===== src/rtl/id_buf_pkg.sv =====
// Shared defaults and entry layout for the two-channel ID buffer.
package id_buf_pkg;

  localparam int unsigned ID_W_DEF     = 8;
  localparam int unsigned COL_W_DEF    = 3;
  localparam int unsigned NUM_COLS_DEF = 8;
  localparam int unsigned DEPTH_DEF    = 4;
  localparam int unsigned ENTRY_W      = COL_W_DEF + ID_W_DEF;

  // Queued entry: column stamp in the upper bits, ID below.
  typedef struct packed {
    logic [COL_W_DEF-1:0] col;
    logic [ID_W_DEF-1:0]  id;
  } id_entry_t;

endpackage


===== src/rtl/id_chan_slice.sv =====
// One channel: ID FIFO, current/prev transmit registers and status flags.
module id_chan_slice
  import id_buf_pkg::*;
#(
  parameter int unsigned EW    = ENTRY_W,
  parameter int unsigned DEPTH = DEPTH_DEF
) (
  input  logic          clk_i,
  input  logic          rst_ni,
  input  logic          push_i,
  input  logic [EW-1:0] push_data_i,
  input  logic          load_i,
  input  logic          clear_i,
  input  logic          flush_i,
  input  logic          clear_prev_i,
  output logic          full_o,
  output logic          empty_o,
  output logic          empty_prev_o,
  output logic [EW-1:0] cur_data_o,
  output logic [EW-1:0] prev_data_o
);

  localparam int unsigned PW = $clog2(DEPTH);

  logic [EW-1:0] mem_q [DEPTH];
  logic [PW-1:0] rptr_q, rptr_d, wptr_q, wptr_d;
  logic [PW:0]   cnt_q, cnt_d;
  logic [EW-1:0] cur_q, cur_d, prev_q, prev_d;
  logic          cur_v_q, cur_v_d, prev_v_q, prev_v_d;
  logic          fifo_empty, push, pop;

  assign fifo_empty = (cnt_q == '0);
  assign full_o     = (cnt_q == (PW+1)'(DEPTH));
  assign push       = push_i & ~full_o & ~flush_i;
  assign pop        = load_i & ~fifo_empty & ~flush_i;

  // FIFO pointer/count update; a flush overrides any push or pop.
  always_comb begin
    rptr_d = rptr_q;
    wptr_d = wptr_q;
    cnt_d  = cnt_q;
    if (flush_i) begin
      rptr_d = '0;
      wptr_d = '0;
      cnt_d  = '0;
    end else begin
      if (push) wptr_d = wptr_q + 1'b1;
      if (pop)  rptr_d = rptr_q + 1'b1;
      case ({push, pop})
        2'b10:   cnt_d = cnt_q + 1'b1;
        2'b01:   cnt_d = cnt_q - 1'b1;
        default: cnt_d = cnt_q;
      endcase
    end
  end

  // Cur/prev update; clear reads the old cur so load+clear shifts cur into prev.
  always_comb begin
    cur_d    = cur_q;
    cur_v_d  = cur_v_q;
    prev_d   = prev_q;
    prev_v_d = prev_v_q;
    if (clear_i) begin
      prev_d   = cur_q;
      prev_v_d = cur_v_q;
    end else if (clear_prev_i) begin
      prev_v_d = 1'b0;
    end
    if (pop) begin
      cur_d   = mem_q[rptr_q];
      cur_v_d = 1'b1;
    end else if (clear_i) begin
      cur_v_d = 1'b0;
    end
  end

  // FIFO storage write.
  always_ff @(posedge clk_i or negedge rst_ni) begin
    if (!rst_ni) begin
      for (int unsigned i = 0; i < DEPTH; i++) mem_q[i] <= '0;
    end else if (push) begin
      mem_q[wptr_q] <= push_data_i;
    end
  end

  // Channel state registers.
  always_ff @(posedge clk_i or negedge rst_ni) begin
    if (!rst_ni) begin
      rptr_q   <= '0;
      wptr_q   <= '0;
      cnt_q    <= '0;
      cur_q    <= '0;
      cur_v_q  <= 1'b0;
      prev_q   <= '0;
      prev_v_q <= 1'b0;
    end else begin
      rptr_q   <= rptr_d;
      wptr_q   <= wptr_d;
      cnt_q    <= cnt_d;
      cur_q    <= cur_d;
      cur_v_q  <= cur_v_d;
      prev_q   <= prev_d;
      prev_v_q <= prev_v_d;
    end
  end

  assign empty_o      = fifo_empty & ~cur_v_q;
  assign empty_prev_o = ~prev_v_q;
  assign cur_data_o   = cur_q;
  assign prev_data_o  = prev_q;

endmodule


===== src/rtl/id_channel_buffer.sv =====
// Two-channel ID queue: column stamping, push steering and per-channel slices.
module id_channel_buffer
  import id_buf_pkg::*;
#(
  parameter int unsigned ID_W     = ID_W_DEF,
  parameter int unsigned COL_W    = COL_W_DEF,
  parameter int unsigned NUM_COLS = NUM_COLS_DEF,
  parameter int unsigned DEPTH    = DEPTH_DEF
) (
  input  logic                  clk,
  input  logic                  reset,
  input  logic [ID_W-1:0]       id_in,
  input  logic                  id_ch,
  input  logic                  id_valid,
  output logic                  id_ready,
  input  logic                  loadID1,
  input  logic                  loadID2,
  input  logic                  clearID1,
  input  logic                  clearID2,
  input  logic                  resetID1,
  input  logic                  resetID2,
  input  logic                  clearID1_prev,
  input  logic                  clearID2_prev,
  input  logic                  restart_col_select,
  output logic                  emptyID1,
  output logic                  emptyID2,
  output logic                  emptyID1_prev,
  output logic                  emptyID2_prev,
  output logic [COL_W+ID_W-1:0] tx1_data,
  output logic [COL_W+ID_W-1:0] tx2_data,
  output logic [COL_W+ID_W-1:0] tx1_prev_data,
  output logic [COL_W+ID_W-1:0] tx2_prev_data,
  output logic [COL_W-1:0]      col_sel
);

  localparam int unsigned EW = COL_W + ID_W;

  logic [COL_W-1:0] col_q, col_d;
  logic             full1, full2, accept, push1, push2;
  logic [EW-1:0]    entry;

  assign id_ready = id_ch ? (~full2 & ~resetID2) : (~full1 & ~resetID1);
  assign accept   = id_valid & id_ready;
  assign push1    = accept & ~id_ch;
  assign push2    = accept & id_ch;
  assign entry    = {col_q, id_in};

  // Column select: restart wins over the per-push increment.
  always_comb begin
    col_d = col_q;
    if (restart_col_select) begin
      col_d = '0;
    end else if (accept) begin
      col_d = (col_q == COL_W'(NUM_COLS - 1)) ? '0 : col_q + 1'b1;
    end
  end

  // Column select register.
  always_ff @(posedge clk or negedge reset) begin
    if (!reset) col_q <= '0;
    else        col_q <= col_d;
  end

  assign col_sel = col_q;

  id_chan_slice #(.EW(EW), .DEPTH(DEPTH)) u_ch1 (
    .clk_i        (clk),
    .rst_ni       (reset),
    .push_i       (push1),
    .push_data_i  (entry),
    .load_i       (loadID1),
    .clear_i      (clearID1),
    .flush_i      (resetID1),
    .clear_prev_i (clearID1_prev),
    .full_o       (full1),
    .empty_o      (emptyID1),
    .empty_prev_o (emptyID1_prev),
    .cur_data_o   (tx1_data),
    .prev_data_o  (tx1_prev_data)
  );

  id_chan_slice #(.EW(EW), .DEPTH(DEPTH)) u_ch2 (
    .clk_i        (clk),
    .rst_ni       (reset),
    .push_i       (push2),
    .push_data_i  (entry),
    .load_i       (loadID2),
    .clear_i      (clearID2),
    .flush_i      (resetID2),
    .clear_prev_i (clearID2_prev),
    .full_o       (full2),
    .empty_o      (emptyID2),
    .empty_prev_o (emptyID2_prev),
    .cur_data_o   (tx2_data),
    .prev_data_o  (tx2_prev_data)
  );

endmodule

===== config.mk =====
export PLATFORM = sky130hd
export DESIGN_NAME = id_channel_buffer
export DESIGN_NICKNAME = d
export VERILOG_FILES = /design/src/rtl/id_buf_pkg.sv /design/src/rtl/id_chan_slice.sv /design/src/rtl/id_channel_buffer.sv
export SDC_FILE = /design/constraint.sdc
export NUM_CORES = 1
export LEC_CHECK = 0
export CAP_MARGIN = 20
export CORE_MARGIN = 8
export CORE_UTILIZATION = 55
export DETAILED_ROUTE_END_ITERATION = 10
export PLACE_DENSITY = 0.88
export SYNTH_ARGS = -nofsm -noshare
export SYNTH_HDL_FRONTEND = slang
export SYNTH_SLANG_ARGS = --single-unit

===== constraint.sdc =====
create_clock -name clk -period 2.6 [get_ports clk]
set_input_delay 0.39 -clock clk [delete_from_list [all_inputs] [get_ports clk]]
set_output_delay 0.39 -clock clk [all_outputs]
set_load 0.01 [all_outputs]

Fig. 1: run 1, M1 wires
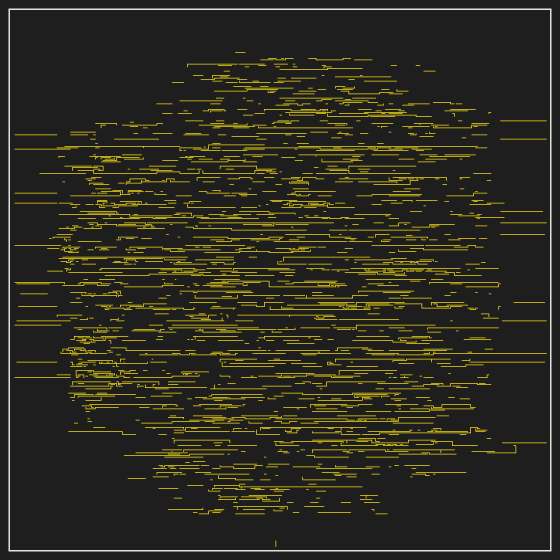
The longest straight run is 42.8 um. The wires run mostly horizontal. The layer carries 6280 um of wire.

Fig. 2: run 1, signal wires on met3
Scale bar: 50 um.
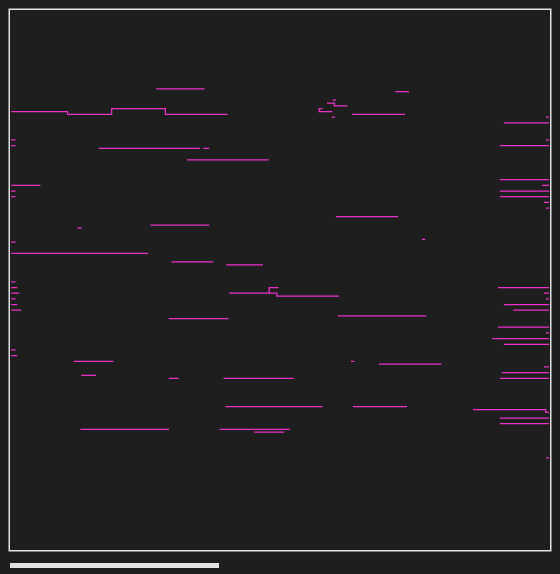
The layer holds 4.3% of the routed length. The longest straight run is 32.4 um. The layer carries 619 um of wire. The wires run mostly horizontal. 57 nets have wire on it.

==> flow_summary.rst, run 1 <==
Run summary
-----------

.. list-table::
   :header-rows: 1

   * - Metric
     - Value
   * - Largest stage delay, worst path
     - 560 ps
   * - Via Count
     - 3961
   * - FF-to-FF Start
     - u_ch1.cnt_q[0]
   * - Setup TNS
     - 0 ps
   * - Wire length of the first global-routing pass
     - 23.6 mm
   * - Maximum net fanout on the critical path
     - 9
   * - Chip area from the yosys synthesis statistics
     - 7070 um^2
   * - Setup bufs post-CTS
     - 0
   * - Yosys simple share
     - 0.0541
   * - Total power after layout
     - 8.70 mW
   * - Placer congestion estimate
     - 0.745
   * - Count of nets after finishing
     - 559
   * - Portion of netlist area occupied by mux cells
     - 0.322
   * - Share of total power in combinational logic
     - 0.307
   * - TritonRoute pass-1 iters
     - 4
   * - Inserted Diodes
     - 0
   * - Critical path's top delay family
     - simple AND/OR/NAND/NOR gates
   * - Post-route standard cell area excluding fillers
     - 8550 um^2
   * - End point of the critical path
     - emptyID1
   * - WS Path Type
     - reg2out
   * - Core Util at FP
     - 0.563
   * - Avg WL per Cell
     - 20.3 um
   * - Cells in synth_stat.txt
     - 444
   * - Number of fill cells in the layout
     - 870
   * - Fin cells
     - 711
   * - Final design utilization
     - 0.681
   * - Worst reg2reg endpoint
     - u_ch1.cnt_q[2]
   * - Initial detailed-routing violation count
     - 230
   * - Status
     - finished, final reports clean
   * - Max stage delay cell, worst path
     - sky130_fd_sc_hd__clkdlybuf4s50_1
   * - Clk Tree Root Cell
     - sky130_fd_sc_hd__clkbuf_16
   * - Power per cell area
     - 1020 nW/um^2
   * - Number of max-capacitance violations reported
     - 0
   * - XOR/XNOR Fraction of Synth Area
     - 0.00867
   * - Overall global routing resource usage
     - 0.185
   * - Biggest regs
     - u_ch1.mem_q x44, u_ch2.mem_q x44
   * - Clk sink count
     - 153
   * - Num ports
     - 73
   * - Sequential area share after synthesis
     - 0.541
   * - Adder-cell share of the synthesized area
     - 0.0234
   * - Via count of the first global-routing pass
     - 4396
   * - Most frequent standard cell in the layout excluding fill and tap cells
     - sky130_fd_sc_hd__dfrtp_1
   * - Hpwl dp
     - 9.44 mm
   * - Worst path cell trace
     - or3_1, nor2_1, clkdlybuf4s50_1
   * - Main logic family after synthesis
     - multiplexers
   * - Comb group
     - 2.67 mW
   * - Net Sw Frac
     - 0.281
   * - Pin count of the biggest net entering global routing
     - 118
   * - Tally of OpenROAD warnings
     - 34
   * - Number of standard cells after synthesis
     - 444
   * - Most frequent cells in the layout
     - sky130_fd_sc_hd__dfrtp_1 (153), sky130_fd_sc_hd__mux2_2 (72), sky130_fd_sc_hd__clkdlybuf4s50_1 (71)
   * - Placed cell areas
     - 7950 um^2
   * - Nets in the synthesized netlist
     - 477
   * - NetSw
     - 2.45 mW
   * - Source-to-sink clock delay at the later pin of the worst-skew pair
     - 420 ps
   * - Number of pins with negative max-slew slack in the final report
     - 0
   * - # resized after CTS
     - 0
   * - Synthesized area per cell
     - 15.9 um^2
   * - Area growth from synthesis to final layout
     - 20.9%
   * - Reg-to-reg slack, setup
     - 300 ps
   * - Top cells by count
     - sky130_fd_sc_hd__dfrtp_1 (153), sky130_fd_sc_hd__mux2_2 (72), sky130_fd_sc_hd__mux2_4 (59)
   * - Final period demand of the worst path
     - 2410 ps
   * - Internal power component
     - 6.25 mW
   * - Seq group
     - 3.54 mW
   * - Placeable Area
     - 12600 um^2
   * - Tally of buffers added on design ports
     - 72
   * - Primary FF master, synth
     - sky130_fd_sc_hd__dfrtp_1
   * - Final setup margin
     - 186 ps
   * - Crit. Startpoint
     - u_ch1.cnt_q[0]
   * - Fraction of post-synthesis cell area in the top cell type by area
     - 0.541
   * - Routed Antenna Nets
     - 0
   * - Actual transition at the worst max-transition pin
     - 706 ps
   * - Setup crit start kind
     - flip-flop
   * - Final setup violation count
     - 0
   * - Post-layout period usage of the worst path
     - 0.928
   * - Total Die Area
     - 16700 um^2
   * - Post-synthesis cell type with the largest combined area
     - sky130_fd_sc_hd__dfrtp_1
   * - Tally of yosys warning messages
     - 0
   * - Worst endpoint required time
     - 2210 ps
   * - Portion of total power attributed to the clock network
     - 0.285
   * - TritonCTS clock tree
     - done
   * - Max rail drop VDD
     - 452 uV
   * - Leakage power figure
     - 3.98 nW
   * - Count of buffer and inverter cells on the critical path
     - 1
   * - Buffer levels on the longest clock path
     - 2
   * - FMAX
     - 0.414 GHz
   * - Worst hold-check slack
     - 436 ps
Fig. 3: run 1, cell classes on the final placement
Fill, decap, tap and diode cells in grey.
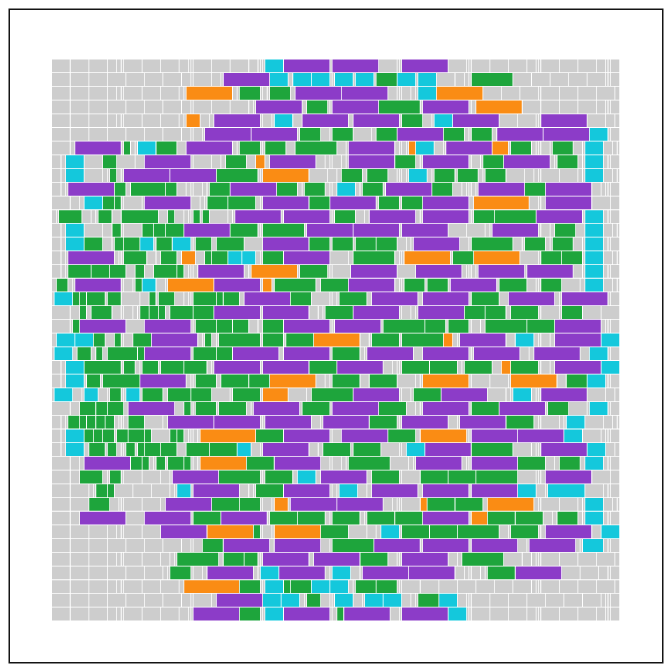
Key: green = combinational and other logic [cells 272, share of their area 37%]; orange = clock drivers and dummy loads [cells 32, share of their area 7.2%]; cyan = remaining buffers and delay cells [cells 82, share of their area 9.7%]; purple = sequential cells [cells 153, share of their area 46%]

Fig. 4: run 1, clock routing
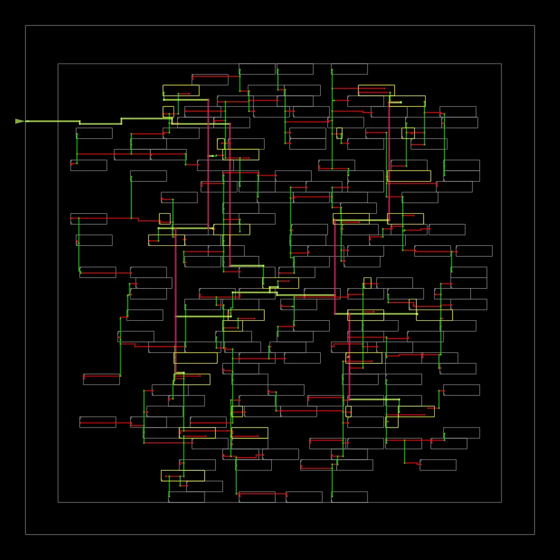
Final Skew: 8.15 ps
total clock buffers created by CTS: 17
Layout clock buffers: 20
count of sequential standard cells: 153
power dissipated in the clock network: 2.48 mW

## run 1: cell type report
| class | instances | area share |
|---|---|---|
| Clock buffer | 20 | 0.0522 |
| Clock inverter | 12 | 0.0176 |
| Inverter | 10 | 0.00439 |
| Multi-Input combinational cell | 262 | 0.358 |
| Sequential cell | 153 | 0.448 |
| Tap cell | 172 | 0.0252 |
| Timing Repair Buffer | 82 | 0.0949 |
## run 1: layer usage
layer,up-vias,global-route usage,share of wire
met5,-,0,0
met2,90,0.311,0.50
met4,0,0.0760,0.018
met1,2078,0.227,0.43
li1,1771,-,-
met3,22,0.0394,0.043
==> run 1 -> run 2 <==
- CAP_MARGIN: 20 -> 30
- CORE_UTILIZATION: 55 -> 48
- PLACE_DENSITY: 0.88 -> 0.79
- SYNTH_HIERARCHICAL: unset -> 1
Fig. 5: run 2, cell classes on the final placement
Fill, decap, tap and diode cells in grey.
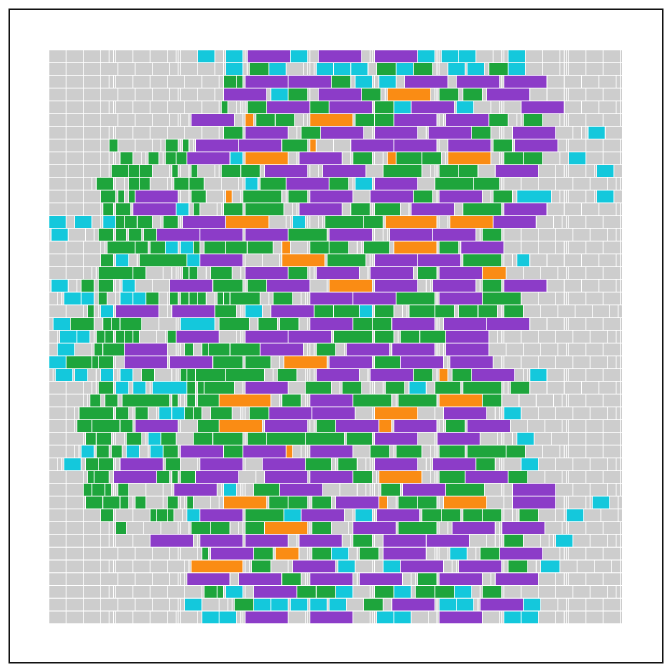
Placeable Area: 15000 um^2
placement row count: 45
final design utilization: 0.591
post-route standard cell area excluding fillers: 8850 um^2
sequential fraction of total cell area: 0.432

Fig. 6: run 2, signal wires on met3
Scale bar: 50 um.
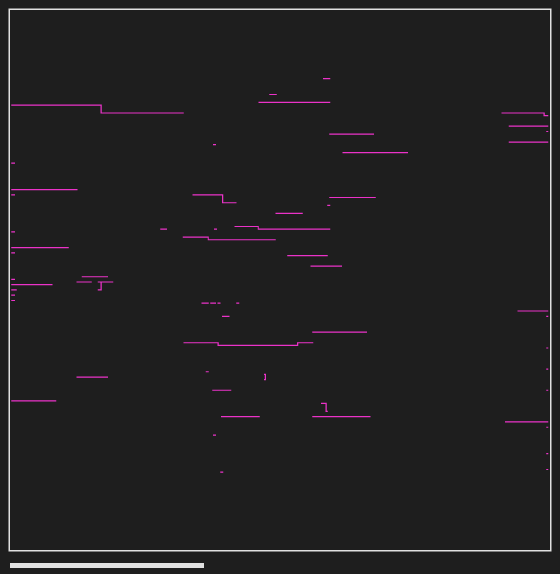
The wires run mostly horizontal. 43 nets have wire on it. The longest straight run is 23.0 um. The layer carries 420 um of wire.

==> run 2 against run 1 <==
Compared with the run above:
- clock skew shrank 2.9 ps
- design area up 3.5%
- hold slack got worse by 390 ps
- setup slack worse by 12 ps
- routed wire length up 2.6%
- die area rose by 15%
- count of clock-buffer cells in the layout rose by 2
- clock power down 2%
- critical endpoint is now u_ch1/cnt_q[1]
- largest cell class unchanged
- largest power group unchanged
==> flow_summary.rst, run 2 <==
Run summary
-----------

.. list-table::
   :header-rows: 1

   * - Metric
     - Value
   * - Clk Tree Root Cell
     - sky130_fd_sc_hd__clkbuf_16
   * - Pin count of the biggest net entering global routing
     - 92 (-22%)
   * - Tap Count
     - 188 (+9.3%)
   * - Layout buffering overhead excluding clock cells
     - 0.114 (+0.0188)
   * - Layout clock buffers
     - 22 (+10%)
   * - Cells in synth_stat.txt
     - 478 (+7.7%)
   * - Post-synthesis cell type with the largest combined area
     - sky130_fd_sc_hd__dfrtp_1
   * - Global routing met3 resource utilization
     - 0.0392 (-0.000199)
   * - Clock distribution area overhead in the final layout
     - 0.0663 (-0.00350)
   * - Count of buffer and inverter cells on the critical path
     - 2 (+1)
   * - Overall global routing resource usage
     - 0.158 (-0.0265)
   * - Worst path cell trace
     - or3b_1, inv_1, or4b_4, clkinv_4, a211oi_1, fa_1, or2b_1, a2111oi_4, nand3b_1
   * - Buffer levels on the longest clock path
     - 2 (unchanged)
   * - Count of nets after finishing
     - 605 (+8.2%)
   * - Tally of OpenROAD warnings
     - 33 (-2.9%)
   * - Number of standard cells after synthesis
     - 478 (+7.7%)
   * - Num ports
     - 73 (unchanged)
   * - Chip area from the yosys synthesis statistics
     - 7270 um^2 (+2.8%)
   * - NetSw
     - 1.75 mW (-29%)
   * - Top cells by count
     - sky130_fd_sc_hd__dfrtp_1 (153), sky130_fd_sc_hd__mux2_2 (110), sky130_fd_sc_hd__mux4_2 (22)
   * - Hpwl dp
     - 10.1 mm (+7.4%)
   * - Area growth from synthesis to final layout
     - 21.8%
   * - Multi-input logic portion of the cell area
     - 0.353 (-0.00508)
   * - Crit. Startpoint
     - u_ch1/cnt_q[2]
   * - Final setup violation count
     - 0 (unchanged)
   * - Portion of netlist area occupied by mux cells
     - 0.283 (-0.0390)
   * - Via Count
     - 4285 (+8.2%)
   * - Status
     - finished, final reports clean
   * - Global-route met2 utilization
     - 0.274 (-0.0376)
   * - # resized after CTS
     - 0 (unchanged)
   * - Routed Antenna Nets
     - 0 (unchanged)
   * - Adder-cell share of the synthesized area
     - 0.0227 (-0.000631)
   * - Most frequent standard cell in the layout excluding fill and tap cells
     - sky130_fd_sc_hd__dfrtp_1
   * - TritonRoute pass-1 iters
     - 4 (unchanged)
   * - Met2 Wirelength
     - 7.83 mm (+7.4%)
   * - Setup bufs post-CTS
     - 0 (unchanged)
   * - Via count of the first global-routing pass
     - 4724 (+7.5%)
   * - Non-Clock Inverter Count
     - 16 (+6)
   * - FMAX
     - 0.412 GHz (-0.48%)
   * - Main logic family after synthesis
     - multiplexers
Fig. 7: run 2, M1 wires
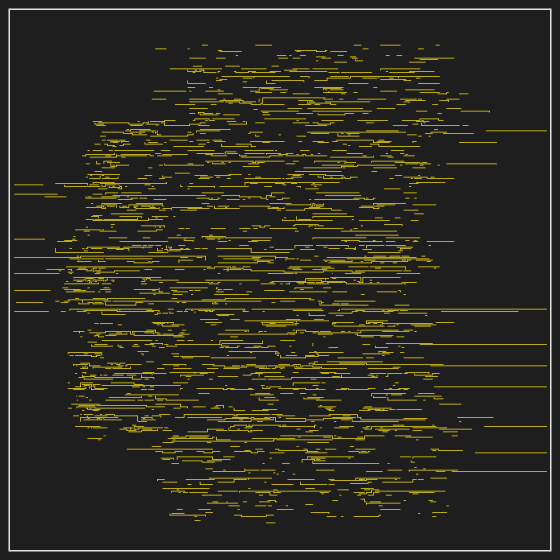
The wires run mostly horizontal. 563 nets have wire on it.

[run 2: cell types whose count changed in the layout (fill, tap and decap cells not counted), moves of 7 or more]
cell,before,now
sky130_fd_sc_hd__mux2_4,59,20
sky130_fd_sc_hd__a21oi_1,2,9
sky130_fd_sc_hd__nand3_4,0,8
sky130_fd_sc_hd__buf_4,8,30
sky130_fd_sc_hd__mux2_2,72,110
sky130_fd_sc_hd__nor2_1,15,8
[run 2: power by group through the flow]
stage / combinational [mW] / sequential (mW) / clock, mW
2_1_floorplan: 0.669 / 3.15 / 0
3_5_place_dp: 1.63 / 3.08 / 0
3_3_place_gp: 1.58 / 3.04 / 0
4_1_cts: 1.64 / 3.04 / 2.48
6_report: 1.60 / 3.03 / 2.43
5_1_grt: 1.71 / 3.09 / 2.56
==> run 2 -> run 3 <==
- CORE_ASPECT_RATIO: unset -> 1.1
- SYNTH_HIERARCHICAL: 1 -> unset
Fig. 8: run 3, M1 wires
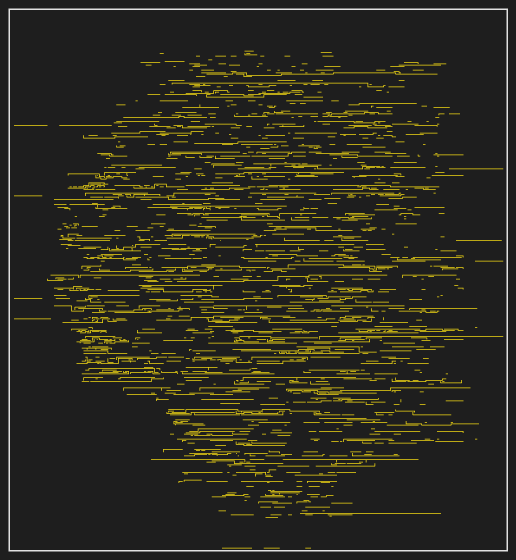
515 nets have wire on it. The longest straight run is 52.0 um. The layer carries 6100 um of wire. The layer holds 43% of the routed length.

Fig. 9: run 3, cell classes on the final placement
Fill, decap, tap and diode cells in grey.
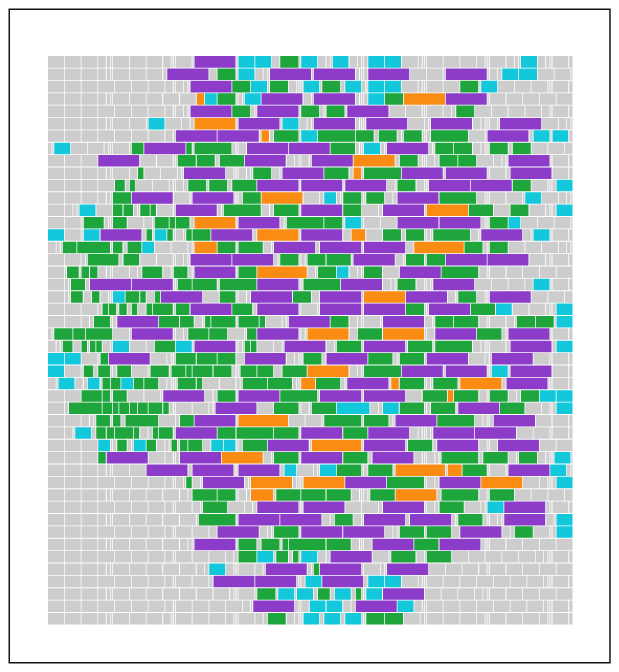
Key: green = combinational and other logic [cells 272, share of their area 37%]; orange = clock drivers and dummy loads [cells 32, share of their area 7.7%]; purple = sequential cells [cells 153, share of their area 45%]; cyan = remaining buffers and delay cells [cells 88, share of their area 10%]

==> run 3 against run 2 <==
Compared with the run above:
- count of clock-buffer cells in the layout down 2
- non-clock buffer count fell by 17
- clock power rose by 11%
- via count decreased by 8.2%
- largest cell class unchanged
- setup slack gained 13 ps
- register-to-register slack better by 80 ps
- flip-flop count unchanged
- highest routed layer unchanged
- routed wire length down 4.3%
- die area shrank 2.4%
==> flow_summary.rst, run 3 <==
Run summary
-----------

.. list-table::
   :header-rows: 1

   * - Metric
     - Value
   * - Final Hold Vio Count
     - 0
   * - Top cells by count
     - sky130_fd_sc_hd__dfrtp_1 (153), sky130_fd_sc_hd__mux2_2 (72), sky130_fd_sc_hd__mux2_4 (59)
   * - Top power group
     - registers
   * - CTS H-Tree Depth
     - 4
   * - Cells in synth_stat.txt
     - 444 (-7.1%)
   * - Pin count of the biggest net entering global routing
     - 68 (-26%)
   * - Number of standard cells after synthesis
     - 444 (-7.1%)
   * - Via Count
     - 3933 (-8.2%)
   * - Status
     - finished, final reports clean
   * - Met2 Wirelength
     - 7.41 mm (-5.5%)
   * - Most frequently used cell type in the post-synthesis netlist
     - sky130_fd_sc_hd__dfrtp_1
   * - Routed Antenna Nets
     - 0 (unchanged)
   * - Main area contributors
     - sky130_fd_sc_hd__dfrtp_1 (54%), sky130_fd_sc_hd__mux2_4 (13%), sky130_fd_sc_hd__mux2_2 (11%), sky130_fd_sc_hd__mux4_2 (7.0%), sky130_fd_sc_hd__ha_1 (1.8%)
   * - Worst path cell trace
     - or3_1, nor2_1, clkdlybuf4s50_1
   * - Most frequent standard cell in the layout excluding fill and tap cells
     - sky130_fd_sc_hd__dfrtp_1
   * - Final design utilization
     - 0.601 (+0.00967)
   * - Power per cell area
     - 1020 nW/um^2
   * - # resized after CTS
     - 0 (unchanged)
   * - Clk Tree Root Cell
     - sky130_fd_sc_hd__clkbuf_16
   * - Final setup violation count
     - 0 (unchanged)
   * - Global routing met3 resource utilization
     - 0.0433 (+0.00405)
   * - TritonRoute pass-1 iters
     - 4 (unchanged)
   * - Num ports
     - 73 (unchanged)
   * - Initial detailed-routing violation count
     - 232
   * - Buffer levels on the longest clock path
     - 2 (unchanged)
   * - WS Path Type
     - reg2out
   * - Share of layout cells above drive strength 1
     - 0.398
   * - Final Skew
     - 8.67 ps
   * - Placeable Area
     - 14400 um^2 (-3.5%)
   * - FMAX
     - 0.415 GHz (+0.54%)
   * - Placement row count
     - 46 (+2.2%)
   * - Post-synthesis cell type with the largest combined area
     - sky130_fd_sc_hd__dfrtp_1
   * - Global-route met2 utilization
     - 0.280 (+0.00620)
   * - Chip area from the yosys synthesis statistics
     - 7070 um^2 (-2.7%)
   * - Sequential area share after synthesis
     - 0.541
   * - Seq group
     - 3.53 mW (+17%)
   * - Total instance count after detailed placement
     - 704
   * - Power dissipated in the clock network
     - 2.69 mW (+11%)
   * - Setup bufs post-CTS
     - 0 (unchanged)
   * - Via count of the first global-routing pass
     - 4548 (-3.7%)
   * - Placer congestion estimate
     - 0.798
   * - Inserted Diodes
     - 0
   * - Leakage power figure
     - 4.05 nW
   * - Count of buffer and inverter cells on the critical path
     - 1 (-1)
   * - Post-route standard cell area excluding fillers
     - 8680 um^2 (-2.0%)
   * - Number of fill cells in the layout
     - 1054
   * - Depth of the most critical reg-to-reg path
     - 8
   * - Source-to-sink clock delay at the later pin of the worst-skew pair
     - 410 ps
   * - Crit. Startpoint
     - u_ch1.cnt_q[2]
   * - Comb group
     - 2.67 mW (+67%)
   * - Post-detailed-route DRC marker count
     - 0
   * - Most frequent cells in the layout
     - sky130_fd_sc_hd__dfrtp_1 (153), sky130_fd_sc_hd__mux2_2 (72), sky130_fd_sc_hd__clkdlybuf4s50_1 (71)
   * - Overall global routing resource usage
     - 0.162 (+0.00342)
   * - Number of max-capacitance violations reported
     - 0
   * - RSZ-0062 raised after global routing
     - no
   * - Area growth from synthesis to final layout
     - 22.7%
   * - Count of nets after finishing
     - 565 (-6.6%)
   * - Post-synth ARST share
     - 1.00
   * - Hpwl dp
     - 9.51 mm (-6.2%)
   * - NetSw
     - 2.40 mW (+37%)
   * - Largest stage delay, worst path
     - 550 ps
   * - Tally of OpenROAD warnings
     - 32 (-3.0%)
Fig. 10: run 3, wire density map
Scale bar: 50 um. 26 x 29 tiles, from dark blue (low) to red (high), scaled to the fullest tile. Values are wire area over tile area, all layers added.
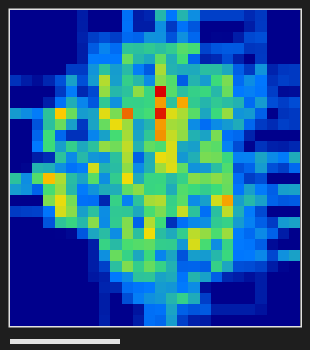
14% of the tiles are over half the peak. The fullest tile reaches 0.47. 27% of the tiles are nearly empty. The mean over all tiles is 0.12. The densest ninth of the die: centre.

## run 3: netlist changes by cell type in the layout (fill, tap and decap cells not counted), sizes merged, moves of 6 or more
cell / change
nand2: +6
a21oi: -6
buf: -18
nor2: +8
nand3: -13
## run 3: final cells by class
cell class	count	area share
clock buffers	20	0.0526
multi-input cells	262	0.353
clock inverters	12	0.0226
flip-flops and latches	153	0.441
inverters	10	0.00432
well taps	192	0.0277
repair buffers	88	0.0987
## run 3: logic make-up (layout without fill, tap and decap cells)
group,count (synthesis),after routing,share of synthesized area
and+or+nand+nor,58,58,0.0541
DFF,153,153,0.541
muxes,161,161,0.322
xor gates and xnor gates,7,7,0.00867
buffers and inverters,29,130,0.0255
adders and majority gates,12,12,0.0234
AOI/OAI and AO/OA,24,24,0.0251
No activity file was given, so power comes from the tool's default toggle rates.
